===== src/rtl/lc3_ctrl_seq.sv =====
// LC-3 control sequencer: Moore FSM for fetch, decode and control-flow execution.
// Non-control-flow opcodes are handed to the execute unit via exec_start/exec_done.
module lc3_ctrl_seq #(
  parameter int TIMEOUT = 255,
  parameter int TO_W    = 8
) (
  input  logic        clk,
  input  logic        rst,
  input  logic        run,
  input  logic [15:0] ir,
  input  logic [2:0]  nzp,
  input  logic        mem_ready,
  input  logic        exec_done,
  output logic [1:0]  pc_mux,
  output logic        ld_pc,
  output logic        ld_mar,
  output logic        gate_pc,
  output logic        gate_base,
  output logic        mem_req,
  output logic        ld_ir,
  output logic        ld_r7,
  output logic        exec_start,
  output logic        halted,
  output logic        fault,
  output logic [3:0]  state_o
);

  typedef enum logic [3:0] {
    S_IDLE      = 4'd0,
    S_FETCH1    = 4'd1,
    S_FETCH2    = 4'd2,
    S_FETCH3    = 4'd3,
    S_DECODE    = 4'd4,
    S_BR_TAKE   = 4'd5,
    S_JMP_EX    = 4'd6,
    S_JSR_SAVE  = 4'd7,
    S_JSR_JUMP  = 4'd8,
    S_EXEC      = 4'd9,
    S_EXEC_WAIT = 4'd10,
    S_HALT      = 4'd11,
    S_FAULT     = 4'd12
  } state_e;

  localparam logic [1:0] PC_INC = 2'b00;
  localparam logic [1:0] PC_BUS = 2'b01;
  localparam logic [1:0] PC_JMP = 2'b10;

  localparam logic [3:0] OP_BR  = 4'b0000;
  localparam logic [3:0] OP_JSR = 4'b0100;
  localparam logic [3:0] OP_RTI = 4'b1000;
  localparam logic [3:0] OP_JMP = 4'b1100;
  localparam logic [3:0] OP_RES = 4'b1101;
  localparam logic [3:0] OP_TRP = 4'b1111;

  localparam logic [TO_W-1:0] TO_LAST = TO_W'(TIMEOUT - 1);

  state_e          state_q, state_d;
  logic [TO_W-1:0] to_q, to_d;

  // BaseR (ir[8:6]) is consumed by the register file, not by the sequencer.
  logic unused_ir8;
  assign unused_ir8 = ir[8];

  always_ff @(posedge clk or posedge rst) begin
    if (rst) begin
      state_q <= S_IDLE;
      to_q    <= '0;
    end else begin
      // NOTE: sequential state uses non-blocking assignments so every register samples pre-edge values.
      state_q <= state_d;
      to_q    <= to_d;
    end
  end

  always_comb begin
    // NOTE: defaults assigned first so no path through the case leaves a variable unassigned (no latches).
    state_d = state_q;
    to_d    = to_q;
    case (state_q)
      S_IDLE:      if (run) state_d = S_FETCH1;
      S_FETCH1: begin
        state_d = S_FETCH2;
        to_d    = '0;
      end
      S_FETCH2: begin
        if (mem_ready) begin
          state_d = S_FETCH3;
        end else begin
          to_d = to_q + 1'b1;
          if (to_q == TO_LAST) state_d = S_FAULT;
        end
      end
      S_FETCH3:    state_d = S_DECODE;
      S_DECODE: begin
        case (ir[15:12])
          OP_BR:           state_d = (|(ir[11:9] & nzp)) ? S_BR_TAKE : S_FETCH1;
          OP_JMP:          state_d = S_JMP_EX;
          OP_JSR:          state_d = S_JSR_SAVE;
          OP_TRP:          state_d = (ir[7:0] == 8'h25) ? S_HALT : S_EXEC;
          OP_RTI, OP_RES:  state_d = S_FAULT;
          default:         state_d = S_EXEC;
        endcase
      end
      S_BR_TAKE,
      S_JMP_EX,
      S_JSR_JUMP:  state_d = S_FETCH1;
      S_JSR_SAVE:  state_d = S_JSR_JUMP;
      S_EXEC:      state_d = S_EXEC_WAIT;
      S_EXEC_WAIT: if (exec_done) state_d = S_FETCH1;
      S_HALT:      state_d = S_HALT;
      S_FAULT:     state_d = S_FAULT;
      default:     state_d = S_FAULT;
    endcase
  end

  // Strobes depend only on the state register, so reset clears them without waiting for a clock.
  always_comb begin
    pc_mux     = PC_INC;
    ld_pc      = 1'b0;
    ld_mar     = 1'b0;
    gate_pc    = 1'b0;
    gate_base  = 1'b0;
    mem_req    = 1'b0;
    ld_ir      = 1'b0;
    ld_r7      = 1'b0;
    exec_start = 1'b0;
    halted     = 1'b0;
    fault      = 1'b0;
    case (state_q)
      S_FETCH1: begin
        ld_mar  = 1'b1;
        gate_pc = 1'b1;
        ld_pc   = 1'b1;
        pc_mux  = PC_INC;
      end
      S_FETCH2:    mem_req = 1'b1;
      S_FETCH3:    ld_ir   = 1'b1;
      S_BR_TAKE: begin
        ld_pc  = 1'b1;
        pc_mux = PC_JMP;
      end
      S_JMP_EX: begin
        gate_base = 1'b1;
        ld_pc     = 1'b1;
        pc_mux    = PC_BUS;
      end
      S_JSR_SAVE: begin
        gate_pc = 1'b1;
        ld_r7   = 1'b1;
      end
      S_JSR_JUMP: begin
        ld_pc = 1'b1;
        if (ir[11]) begin
          pc_mux = PC_JMP;
        end else begin
          pc_mux    = PC_BUS;
          gate_base = 1'b1;
        end
      end
      S_EXEC:      exec_start = 1'b1;
      S_HALT:      halted     = 1'b1;
      S_FAULT:     fault      = 1'b1;
      default:     ;
    endcase
  end

  assign state_o = state_q;

endmodule


===== config.mk =====
export PLATFORM = sky130hd
export DESIGN_NAME = lc3_ctrl_seq
export DESIGN_NICKNAME = d
export VERILOG_FILES = /design/src/rtl/lc3_ctrl_seq.sv
export SDC_FILE = /design/constraint.sdc
export NUM_CORES = 1
export LEC_CHECK = 0
export CAP_MARGIN = 15
export CORE_MARGIN = 2
export CORE_UTILIZATION = 38
export CTS_CLUSTER_DIAMETER = 60
export DETAILED_ROUTE_END_ITERATION = 8
export HOLD_SLACK_MARGIN = 0.06
export PLACE_DENSITY = 0.87
export SYNTH_ARGS = -nofsm -noshare
export SYNTH_HDL_FRONTEND = slang
export SYNTH_SLANG_ARGS = --single-unit

===== constraint.sdc =====
create_clock -name clk -period 1.8 [get_ports clk]
set_input_delay 0.18 -clock clk [delete_from_list [all_inputs] [get_ports clk]]
set_output_delay 0.18 -clock clk [all_outputs]
set_load 0.01 [all_outputs]

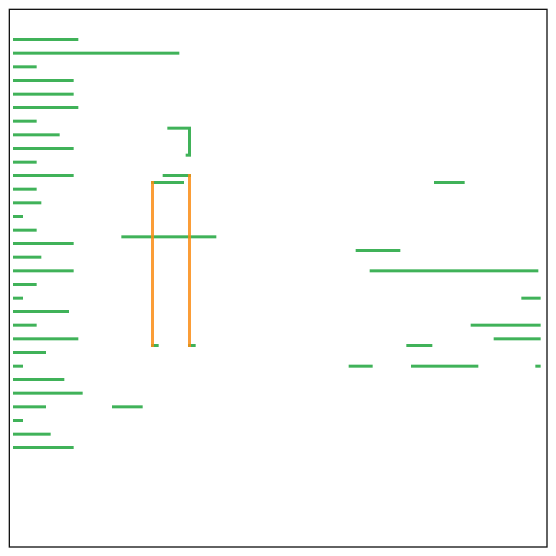
*Signal wires by layer*
Scale: 10 px per um. Only two layers are drawn.
[green] metal 3 | wire length: 198 um
[orange] metal 4 | wire length: 33.3 um
final WL: 2.73 mm
GRT Total Usage: 21.4%
WL/cell: 13.6 um
vias: 1146

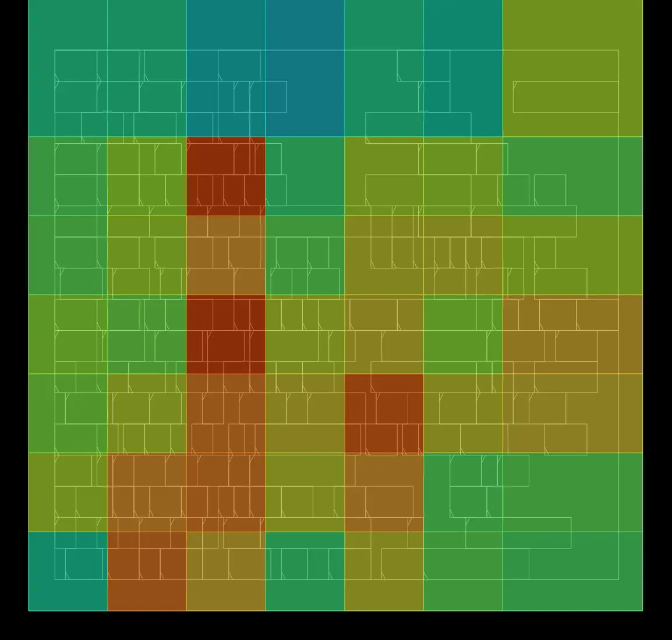
*Track usage over the die*
Final Util: 69.5%
M3 GR Usage: 2.50%
grt met2 use: 37.0%
met1 usage: 26.2%
gr busiest metal: met2

-- per-stage QoR --
stage	setup TNS (ns)	std cells	utilization, %	cell area [um2]	power, mW
final	-0.0516	201	69.5	1580	1.87
after global routing	-0.462	201	69.5	1580	2.01
after global placement	-0.276	191	63.9	1450	1.49
after CTS	-0.0174	199	67.6	1540	1.77
after floorplan	-0.00167	114	-	945	0.973
after detailed placement	-0.390	191	63.9	1450	1.51
-- critical path, delay by kind of cell, from the launching register on --
kind,cells,cell delay [ns]
buffers and inverters,1,0.16
DFF,1,0.40
muxes,1,0.18
and+or+nand+nor,3,1.02
-- worst paths after layout --
path | from | slack (ns) | endpoint | cells past startpoint
setup / recovery | state_o[3] | -0.03 | to_q[4] | 5
hold / removal | rst | 0.21 | to_q[2] | 2
setup reg to reg | state_o[3] | -0.03 | to_q[4] | 5
hold reg to reg | to_q[4] | 0.51 | to_q[4] | 1
max in group asynchronous | rst | 1.25 | state_o[1] | 2
min in group clk | to_q[4] | 0.51 | to_q[4] | 1
-- sequential cells by signal, indices dropped and copies added (netlist names) --
register and flops:
to_q 8, state_o 4
-- placed cells by master (no fill, tap or decap), types with 2 or more instances in the layout --
cell type        netlist  routed
clkdlybuf4s50_1        0      26
buf_4                  0      17
nand2_1               10      10
dfrtp_1               12      10
nor2_1                10       8
a21oi_1                9       7
o21ai_0                8       6
inv_1                  5       5
buf_6                  1       5
nand3_1                4       4
nand2b_1               4       4
dlygate4sd2_1          0       4
clkbuf_2               0       4
or4b_4                 1       3
xnor2_1                3       3
nor3_1                 4       3
clkbuf_4               0       3
clkdlybuf4s15_1        0       3
nor2_2                 0       2
nand3b_1               2       2
mux2i_1                2       2
nand4_1                2       2
a21oi_2                0       2
o21ai_1                0       2
nor3b_1                3       2
a211oi_1               2       2
ha_1                   2       2
dfrtp_2                0       2
-- final cells by class --
type | instances | area [um2] | share of cell area, %
Multi-Input combinational cell | 91 | 646 | 40.8
Timing Repair Buffer | 60 | 534 | 33.8
Sequential cell | 12 | 303 | 19.1
Clock buffer | 4 | 36.3 | 2.29
Tap cell | 28 | 35.0 | 2.22
Inverter | 6 | 27.5 | 1.74
-- cell families (layout without fill, tap and decap cells) --
logic type / count (synthesis) / after routing / share of synthesized area (%)
AND-OR/OR-AND: 29 / 29 / 19.3
XOR/XNOR: 3 / 3 / 2.81
adder cells (fa/ha/maj): 2 / 2 / 2.67
buffers and inverters: 11 / 70 / 5.35
flip-flops: 12 / 12 / 32.1
multiplexers: 2 / 2 / 2.14
AND/OR/NAND/NOR: 55 / 55 / 35.7
-- layer usage --
metal / wire length [um] / part of all wire, %
met1: 1150 / 42
met2: 1350 / 49
met3: 197 / 7.2
met4: 33 / 1.2
met5: 0 / 0
-- power by group --
part           total [mW]  switching (mW)  internal (mW)
clock               0.213          0.0898          0.123
combinational        1.24           0.593          0.649
sequential          0.414          0.0755          0.338
-- timing repair --
action / in CTS / in global routing
pin swaps: 6 / 6
buffers inserted: 4 / 2
resized: 27 / 20
setup endpoints to repair: 14 / 16
hold buffers: 0 / 0
==> flow_summary.ini <==
; yosys + openroad results
[outcome]
outcome = finished with violations
violations = setup timing

[routing]
post_drt_via_cell_ratio = 5.70
drtAntennaViolNets = 0

[logic_synthesis]
postSynthSeqShare_pct = 32.1
ys.flop_type = dfrtp_1
synth_cell_types = 43
synth_top_area_share_pct = 32.1
synth_warnings = 0

[finish]
drive_gt1_share_pct = 28.9
nFillCells = 171

[worst_setup_path]
cpMaxStageDelayCell = or4b_4
cp-end-kind = flip-flop
start_kind = flip-flop
crit_required_ns = 2.00

[place]
dp_hpwl_mm = 1.98
portBuffers = 38

[global_routing]
grt_max_degree = 16
gr-total-overflow = 0

[timing]
max_slew.worst_pin.slew_ns = 0.421
finalSetupViolCount = 3
finalWorstSetupSlack_ns = -0.0301
clock_skew_ns = 0.00277
period_used_pct = 102
rsz0062_at_grt = true

[power]
peakVddDrop_uv = 929
p_leak_nw = 0.680

[die]
fp_util_pct = 41.1
coreArea_um2 = 2280

[clock_tree]
h-tree-depth = 1
Power is estimated from default activity; no workload was simulated.
